==> config.mk <==
export PLATFORM = sky130hd
export DESIGN_NAME = seg7_scan_driver_flat
export DESIGN_NICKNAME = d
export VERILOG_FILES = /design/src/rtl/seg7_scan_if.sv /design/src/rtl/seg7_scan_driver.sv /design/src/flat_wrapper.sv
export SDC_FILE = /design/constraint.sdc
export NUM_CORES = 1
export LEC_CHECK = 0
export ABC_CLOCK_PERIOD_IN_PS = 2100
export CORE_MARGIN = 2
export CORE_UTILIZATION = 51
export CTS_BUF_LIST = sky130_fd_sc_hd__clkbuf_4 sky130_fd_sc_hd__clkbuf_8
export CTS_CLUSTER_SIZE = 25
export DETAILED_ROUTE_END_ITERATION = 7
export PLACE_DENSITY = 0.88
export SYNTH_ARGS = -nofsm -noshare
export SYNTH_HDL_FRONTEND = slang
export SYNTH_SLANG_ARGS = --single-unit
export TNS_END_PERCENT = 20
==> constraint.sdc <==
create_clock -name clk -period 2.1 [get_ports clk]
set_clock_uncertainty 0.1 [all_clocks]
set_input_delay 0.315 -clock clk [delete_from_list [all_inputs] [get_ports clk]]
set_output_delay 0.315 -clock clk [all_outputs]
set_load 0.02 [all_outputs]
Figure 1. Cells by drive strength.
Drawn at 6 px/µm.
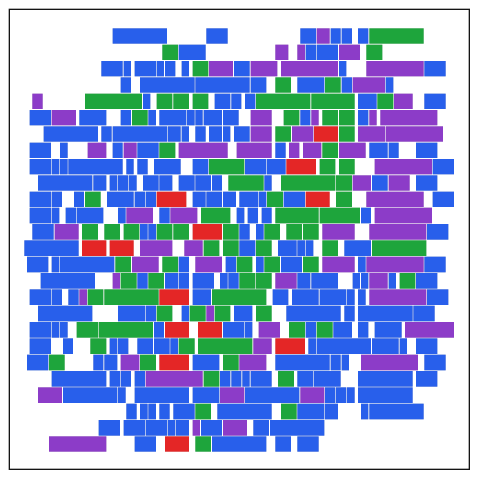
x3 and x4 -> green  # cells 79, share 20%
x2 -> purple  # cells 62, share 16%
x1 and smaller -> blue  # cells 232, share 60%
x6 and larger -> red  # cells 13, share 3.4%
final worst setup slack: -0.196 ns
area growth from synthesis to layout: 47.4%

Figure 2. Placed standard cells.
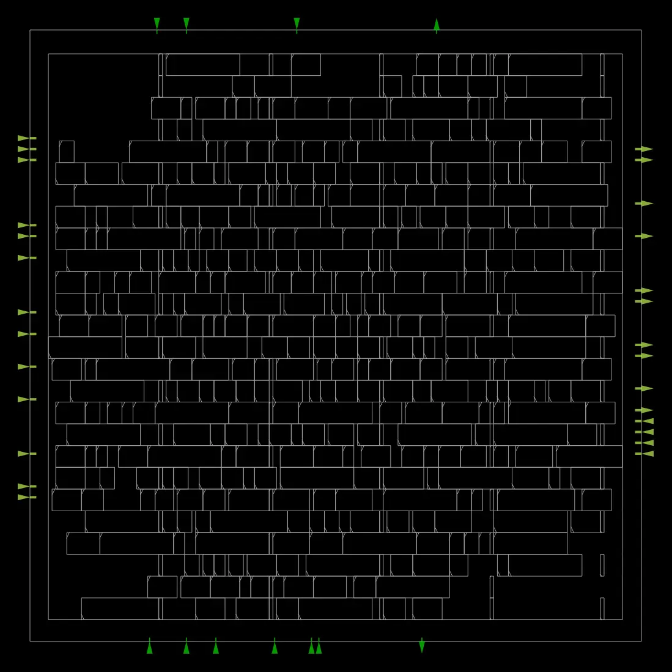
placeable core region: 5070 µm²
Final Non-Filler Cells: 456

Figure 3. I/O pins on the die edge.
Drawn at 6 px/µm. Pins as bars across the die edge, other pins in grey.
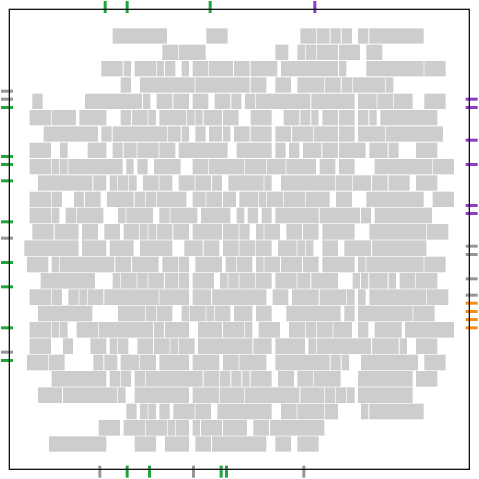
`io_bus_blink_mask` -> orange  # pins 4, direction input, edge east
`io_bus_seg_out` -> purple  # pins 7, direction output, edge 6 east, 1 north
`io_bus_data_in` -> green  # pins 16, direction input, edge 9 west, 4 south, 3 north
all pins by edge = 14 east, 13 west, 7 south, 4 north
height of the die: 76.4 µm
die x size: 76.4 µm
Port Buffer Count: 37

==> run notes <==
The synthesis and place-and-route flow finished, so here is a summary.

The run finished, with violations left. The checks that failed: negative setup slack. The post-layout instance area is 3940 µm². The worst setup path is captured at a register. The cell type group with the largest total delay on the critical path is simple AND/OR/NAND/NOR gates. The post-route minimum period came out at 2.30 ns. The cell repeated most along the worst path is sky130_fd_sc_hd__buf_4. The setup slack of the worst register-to-register path is -0.20 ns.

The tool warning count is 46. By instance count after routing, the leading logic cell type is sky130_fd_sc_hd__buf_4. The worst slack at placement came out at -0.288 ns.

The wire length of the first global-routing pass came out at 11300 µm. The final timing report counts setup violations totalling 7. The worst setup path category is reg -> reg.

On the worst path, the slowest cell contributes a delay of 0.46 ns. The final count of hold timing violations is 0. For this run, the detailed router's first-pass iteration total came to 4. The maximum vdd ir drop came out at 0.341 mV. The largest individual stage delay along the critical path comes from the cell sky130_fd_sc_hd__dfrtp_2. Leaving out fill and tap cells, the most frequent cells in the layout are sky130_fd_sc_hd__buf_4, sky130_fd_sc_hd__clkdlybuf4s50_1, sky130_fd_sc_hd__nand2_1, sky130_fd_sc_hd__o21ai_0, sky130_fd_sc_hd__dfrtp_1. The distinct cell type count after synthesis came out at 57. The number of levels in the clock H-tree is 2. The worst setup slack after layout is -0.196 ns. Setup total negative slack on the finished layout was measured at -1.27 ns.

The static power due to leakage came out at 0.00170 µW. The wire length per cell after detailed routing came out at 17.6 µm. Summing over every cut layer, the via total after detailed routing is 2680.

The area enclosed by the die boundary is 5840 µm². The total instance count after detailed placement is 426. Clock tree synthesis found a total of 38 sinks. The report lists the cells along the critical path as buf_6 > buf_4 > nor4_2 > a21o_1 > a21oi_2 > nand4b_1 > and4bb_4 > a211oi_4 > buf_4 > o2111ai_2. The part of the total power dissipated in sequential elements came out at 36.2%. The combinational share of power is 40.0%.

The count of cell instances traversed by the critical path came out at 10. The net count after synthesis is 334. The final clock period utilization by the worst path came out at 109%.

The first-iteration detailed-routing DRC count is 194. The number of buffers added to fix hold violations after cts is 0. The final wirelength came out at 8010 µm.

The number of antenna violations at the first check in global routing came out at 0.
## power groups by stage
| stage | Combinational (µW) | Clock, µW | Sequential, µW |
|---|---|---|---|
| after detailed placement | 659 | 0 | 828 |
| after CTS | 730 | 538 | 814 |
| after floorplan | 392 | 0 | 825 |
| final | 906 | 540 | 819 |
| after global placement | 630 | 0 | 825 |
| after global routing | 961 | 570 | 824 |
## worst register-to-register path, cell delays in order, from the launching register on
cell                        delay [ns]
sky130_fd_sc_hd__dfrtp_2          0.46
sky130_fd_sc_hd__buf_6            0.14
sky130_fd_sc_hd__buf_4            0.13
sky130_fd_sc_hd__nor4_2           0.29
sky130_fd_sc_hd__a21o_1           0.15
sky130_fd_sc_hd__a21oi_2          0.08
sky130_fd_sc_hd__nand4b_1         0.16
sky130_fd_sc_hd__and4bb_4         0.27
sky130_fd_sc_hd__a211oi_4         0.19
sky130_fd_sc_hd__buf_4            0.16
sky130_fd_sc_hd__o2111ai_2        0.09
## per-stage QoR
stage               util, %  total power [µW]
floorplan                 -              1220
global placement       67.4              1460
detailed placement     67.4              1490
CTS                    72.3              2080
global route           77.7              2360
finish                 77.7              2260
## kinds of logic after synthesis
logic type | synth area share [%]
adders and majority gates | 12.2
AOI/OAI and AO/OA | 23.1
and+or+nand+nor | 15.2
xor gates and xnor gates | 1.31
muxes | 6.50
buffers and inverters | 5.61
DFF | 36.1
## layer usage
metal  wire length (µm)  track usage, %  up-vias  share of wire, %
met5                  0               0        -                 0
met4                268            9.09        0               3.3
met3                425            3.32       31               5.3
met2               4240            43.8      116                53
met1               3080            27.2     1303                38
li1                   -               -     1230                 -
## final cells by class
class                      instances  area (µm²)
clock inverter                     2        12.5
inverter                          22        82.6
fill                             327        1130
timing repair buffer             106         910
tap                               70        87.6
clock buffer                       6        82.6
multi-input combinational        212        1800
sequential                        38         967
Power and IR drop assume default switching activity.
